**src/rtl/tx_serialiser_pkg.sv**
```systemverilog
// tx_serialiser_pkg
// Shared definitions for the ISO/IEC 14443A transmit byte serialiser:
//   tx_ser_state_t : serialiser FSM states (IDLE, DATA, PARITY)
//   BITS_PER_BYTE  : width of one transmitted byte
//   odd_parity()   : ISO 14443A odd parity bit for a byte
package tx_serialiser_pkg;

    localparam int unsigned BITS_PER_BYTE = 8;

    typedef enum logic [1:0] {
        IDLE   = 2'd0,
        DATA   = 2'd1,
        PARITY = 2'd2
    } tx_ser_state_t;

    // Odd parity: the returned bit makes the total count of ones odd.
    function automatic logic odd_parity(input logic [BITS_PER_BYTE-1:0] byte_in);
        return ~^byte_in;
    endfunction

endpackage

```
**src/rtl/tx_bit_shifter.sv**
```systemverilog
// tx_bit_shifter
// Byte holding register with a 3-bit bit index and the output bit mux.
// Ports:
//   clk, rst    : clock, asynchronous active-high reset
//   load        : capture load_data and load_idx
//   load_data   : byte to hold for transmission
//   load_idx    : index of the first bit to transmit
//   advance     : step the bit index by one
//   sel_parity  : present the odd parity of the held byte instead of a data bit
//   bit_idx     : current bit index
//   cur_bit     : selected data bit or parity bit
module tx_bit_shifter
    import tx_serialiser_pkg::*;
(
    input  logic                     clk,
    input  logic                     rst,
    input  logic                     load,
    input  logic [BITS_PER_BYTE-1:0] load_data,
    input  logic [2:0]               load_idx,
    input  logic                     advance,
    input  logic                     sel_parity,
    output logic [2:0]               bit_idx,
    output logic                     cur_bit
);

    logic [BITS_PER_BYTE-1:0] shreg_q, shreg_d;
    logic [2:0]               idx_q, idx_d;

    always_comb begin
        shreg_d = shreg_q;
        idx_d   = idx_q;
        if (load) begin
            shreg_d = load_data;
            idx_d   = load_idx;
        end else if (advance) begin
            idx_d = idx_q + 3'd1;
        end
    end

    always_ff @(posedge clk or posedge rst) begin
        if (rst) begin
            shreg_q <= '0;
            idx_q   <= '0;
        end else begin
            shreg_q <= shreg_d;
            idx_q   <= idx_d;
        end
    end

    // Parity covers all eight held bits, including any not transmitted
    // from a partial first byte.
    always_comb begin
        cur_bit = sel_parity ? odd_parity(shreg_q) : shreg_q[idx_q];
    end

    assign bit_idx = idx_q;

endmodule

```
**src/rtl/tx_byte_serialiser.sv**
```systemverilog
// tx_byte_serialiser
// Pulls bytes from the frame source via the in_req handshake and serialises
// them LSB-first for the bit encoder, optionally appending an odd parity bit
// after each byte. The first byte of a frame may be partial (in_data_bits).
// Optional feature macro: ISO14443A_TX_PARITY_EN (parity bit after every byte).
// Ports:
//   clk, rst       : clock, asynchronous active-high reset
//   in_data        : byte presented by the source
//   in_data_bits   : valid bits in the first byte of a frame (0 = 8)
//   in_data_valid  : source has a byte to send
//   in_req         : pulse, in_data is captured this cycle
//   out_bit        : current serial bit
//   out_valid      : out_bit is valid
//   out_last       : out_bit is the final bit of the frame
//   out_req        : pulse from encoder, current bit consumed
//   busy           : frame in progress
module tx_byte_serialiser
    import tx_serialiser_pkg::*;
#(
    parameter int unsigned DATA_WIDTH = 8
) (
    input  logic                  clk,
    input  logic                  rst,
    input  logic [DATA_WIDTH-1:0] in_data,
    input  logic [2:0]            in_data_bits,
    input  logic                  in_data_valid,
    output logic                  in_req,
    output logic                  out_bit,
    output logic                  out_valid,
    output logic                  out_last,
    input  logic                  out_req,
    output logic                  busy
);

    if (DATA_WIDTH != BITS_PER_BYTE) begin : g_bad_width
        $error("tx_byte_serialiser supports DATA_WIDTH = 8 only");
    end

    tx_ser_state_t state_q, state_d;

    logic       active;
    logic       accept;
    logic       load;
    logic       load_first;
    logic       advance;
    logic       byte_done;
    logic       final_bit;
    logic       req_c;
    logic [3:0] first_bits;
    logic [2:0] first_idx;
    logic [2:0] load_idx;
    logic [2:0] bit_idx;
    logic       cur_bit;
    logic       sel_parity;

    assign active = (state_q != IDLE);
    assign accept = out_req && active;

    // A partial first byte of N bits starts at bit 8-N so its top N bits go out.
    always_comb begin
        first_bits = (in_data_bits == 3'd0) ? 4'd8 : {1'b0, in_data_bits};
        first_idx  = 3'(4'(BITS_PER_BYTE) - first_bits);
        load_idx   = load_first ? first_idx : '0;
    end

    always_comb begin
        state_d    = state_q;
        req_c      = 1'b0;
        load       = 1'b0;
        load_first = 1'b0;
        advance    = 1'b0;
        byte_done  = 1'b0;

        case (state_q)
            IDLE: begin
                if (in_data_valid) begin
                    req_c      = 1'b1;
                    load       = 1'b1;
                    load_first = 1'b1;
                    state_d    = DATA;
                end
            end
            DATA: begin
                if (accept) begin
                    if (bit_idx != 3'd7) begin
                        advance = 1'b1;
                    end else begin
`ifdef ISO14443A_TX_PARITY_EN
                        state_d = PARITY;
`else
                        byte_done = 1'b1;
`endif
                    end
                end
            end
`ifdef ISO14443A_TX_PARITY_EN
            PARITY: begin
                if (accept) begin
                    byte_done = 1'b1;
                end
            end
`endif
            default: state_d = IDLE;
        endcase

        // Byte turnover: either chain straight into the next byte or end the frame.
        if (byte_done) begin
            if (in_data_valid) begin
                req_c   = 1'b1;
                load    = 1'b1;
                state_d = DATA;
            end else begin
                state_d = IDLE;
            end
        end
    end

    always_ff @(posedge clk or posedge rst) begin
        if (rst) begin
            state_q <= IDLE;
        end else begin
            state_q <= state_d;
        end
    end

    assign sel_parity = (state_q == PARITY);

    tx_bit_shifter u_shifter (
        .clk        (clk),
        .rst        (rst),
        .load       (load),
        .load_data  (in_data),
        .load_idx   (load_idx),
        .advance    (advance),
        .sel_parity (sel_parity),
        .bit_idx    (bit_idx),
        .cur_bit    (cur_bit)
    );

`ifdef ISO14443A_TX_PARITY_EN
    assign final_bit = (state_q == PARITY);
`else
    assign final_bit = (state_q == DATA) && (bit_idx == 3'd7);
`endif

    // in_req is combinational so the source sees it in the sampling cycle;
    // it is held low while reset is asserted.
    assign in_req    = req_c && !rst;
    assign out_valid = active;
    assign busy      = active;
    assign out_bit   = active && cur_bit;
    assign out_last  = final_bit && !in_data_valid;

`ifndef SYNTHESIS
    // out_req pulses must be at least three cycles apart.
    logic [1:0] req_hist_q;
    always_ff @(posedge clk or posedge rst) begin
        if (rst) begin
            req_hist_q <= '0;
        end else begin
            req_hist_q <= {req_hist_q[0], out_req};
        end
    end
    always_ff @(posedge clk) begin
        if (!rst && out_req) begin
            assert (req_hist_q == 2'b00);
        end
    end
`endif

endmodule

```
**config.mk**
```make
export PLATFORM = sky130hd
export DESIGN_NAME = tx_byte_serialiser
export DESIGN_NICKNAME = d
export VERILOG_FILES = /design/src/rtl/tx_serialiser_pkg.sv /design/src/rtl/tx_bit_shifter.sv /design/src/rtl/tx_byte_serialiser.sv
export SDC_FILE = /design/constraint.sdc
export NUM_CORES = 1
export LEC_CHECK = 0
export ABC_CLOCK_PERIOD_IN_PS = 5400
export CORE_AREA = 2 2 42 44
export DETAILED_ROUTE_END_ITERATION = 10
export DIE_AREA = 0 0 44 46
export HOLD_SLACK_MARGIN = 0.06
export MAX_ROUTING_LAYER = met4
export PLACE_DENSITY_LB_ADDON = 0.2
export SYNTH_ARGS = -nofsm -noshare
export SYNTH_HDL_FRONTEND = slang
export SYNTH_SLANG_ARGS = --single-unit
```
**constraint.sdc**
```tcl
create_clock -name clk -period 5.4 [get_ports clk]
set_clock_uncertainty 0.05 [all_clocks]
set_input_delay 1.08 -clock clk [delete_from_list [all_inputs] [get_ports clk]]
set_output_delay 1.08 -clock clk [all_outputs]
set_load 0.1 [all_outputs]
```
==> images/io_fan.png <==
Scale: 8 px per um.
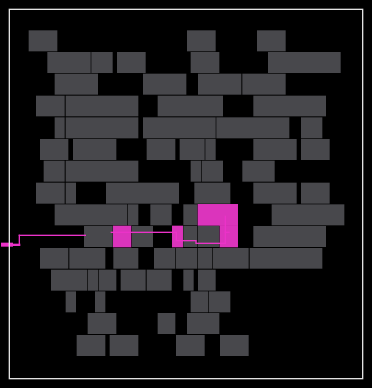
| port | color | bits | direction | end cells | buffers | wire |
|---|---|---|---|---|---|---|
| `in_data_valid` | magenta | 1 | input | 4 | 1 | 29.6 um |
port bufs: 19
Top Ports: 20

==> images/layer_met2.png <==
Scale: 10 px per um. Cells faint in the background.
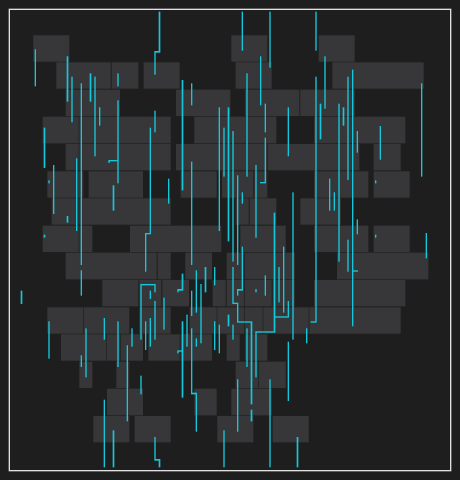
share of all routed wire: 45%
wire length on this layer: 548 um
total wire length: 1220 um
met2 Resource Use GR: 23.2%
DR vias: 498

==> images/clocks.png <==
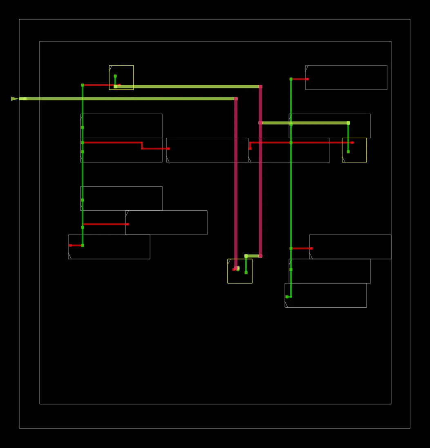
clk sinks: 12
Num CTS Buffers: 3
P_clk: 0.0535 mW

==> run_results.csv <==
group,metric,value,unit
pwr,power_density,595,mW/mm^2
floorplan,die_w,44,um
flow_run,cap_violations,0,
synth,ff_type,"dfrtp_1",
synth,compound_area_share,13.6,%
finish,final_nets,100,
cts,cts_hold_buf,0,
worst_setup_path,critPathCapture,"out_bit",
global_routing,antenna_found_initial,0,
global_routing,grt_use_met3,8.33,%
worst_setup_path,crit_path_cell_trace,"mux4_2 -> nor2_1 -> a311oi_1 -> clkdlybuf4s50_1",
worst_setup_path,critical-path-top-delay-family,"buffers and inverters",
flow_run,warnings,26,
worst_setup_path,worstPathMaxFanout,5,
cts,cts_setup_buffers,0,
hold_path,hold-path-cell-count,1,
worst_setup_path,rrSetupSlack,3.60,ns
placed_design,dpl-instance-area,908,um^2
cts,root_buffer,"clkbuf_4",
synth,synthXorXnorAreaFrac,0,%
synth,yosys-stat-area,729,um^2
pwr,sw_frac_of_total,45.1,%
pwr,totalPowerFinal,0.554,mW
worst_setup_path,startpoint_type,"flip-flop",
synth,top_logic_kind,"multiplexers",
hold_path,hold_end,"u_shifter.shreg_q[2]$_DFFE_PP0P_",
timing,hold_viol_final,0,
synth,synthMuxAreaShare,22.5,%
routing,wire_per_inst,12.7,um
synth,syn_area,729,um^2
routing,drt_iter0_markers,2,
placed_design,dp_slack,1.96,ns
run_status,outcome,"finished, final reports clean",
worst_setup_path,cp-startpoint,"u_shifter.bit_idx[1]$_DFFE_PP0P_",
synth,avgSynthCellArea,12.4,um^2
timing,setup_violations,0,
==> images/clk_routes.png <==
Scale: 10 px per um.
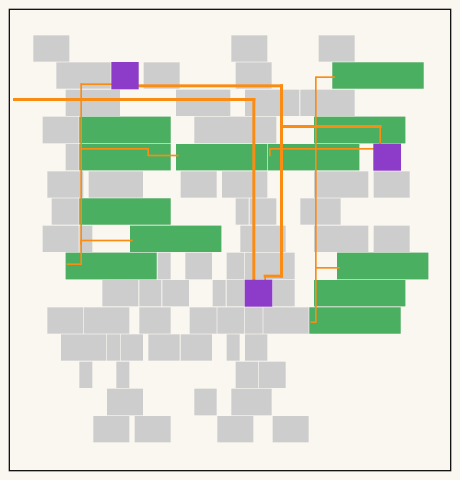
[clock wires] orange | length: 178 um
[clock drivers] purple | count: 3
[flip-flops] green | count: 12
routed clock nets: 4
Skew-Pair Late Insertion Delay: 0.27 ns
clock share of power: 9.7%

==> images/placement_by_type.png <==
Scale: 8 px per um. Fill, decap, tap and diode cells in gray.
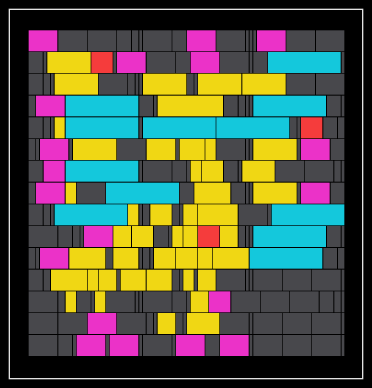
| class | color | cells | share of their area |
|---|---|---|---|
| flops | cyan | 12 | 33% |
| other buffers and delay cells | magenta | 19 | 20% |
| combinational and other logic | yellow | 45 | 44% |
| clock drivers | red | 3 | 2.5% |
fin area: 931 um^2
# rows: 15
Seq area share: 32.3%
core area: 0.00161 mm^2
final core occ: 57.7%

sequential cells by signal, indices dropped and copies added (netlist names):
register / flops
state_q: 1
u_shifter.bit_idx: 3
u_shifter.shreg_q: 8
metal layers:
metal	routed length [um]	vias to the layer above
met2	548	13
met3	87	5
met5	0	-
met4	38	0
met1	544	227
li1	-	253
cell type report:
class	count	area [um^2]	share of cell area, %
inverters	8	30.0	3.23
repair buffers	19	185	19.9
multi-input cells	37	372	39.9
clock buffers	3	22.5	2.42
well taps	17	21.3	2.28
flip-flops and latches	12	300	32.3
placed cells by master, fill, tap and decap left out, types with 3 or more instances in the layout:
master           count
nor2b_1              3
a221oi_1             3
inv_1                8
clkbuf_4             3
clkdlybuf4s50_1     17
a22oi_1              3
o21ai_0              3
dfrtp_1             12
mux2_4               8
ha_1                 4
Power figures rest on the tool's default switching activity, not on a simulated workload.
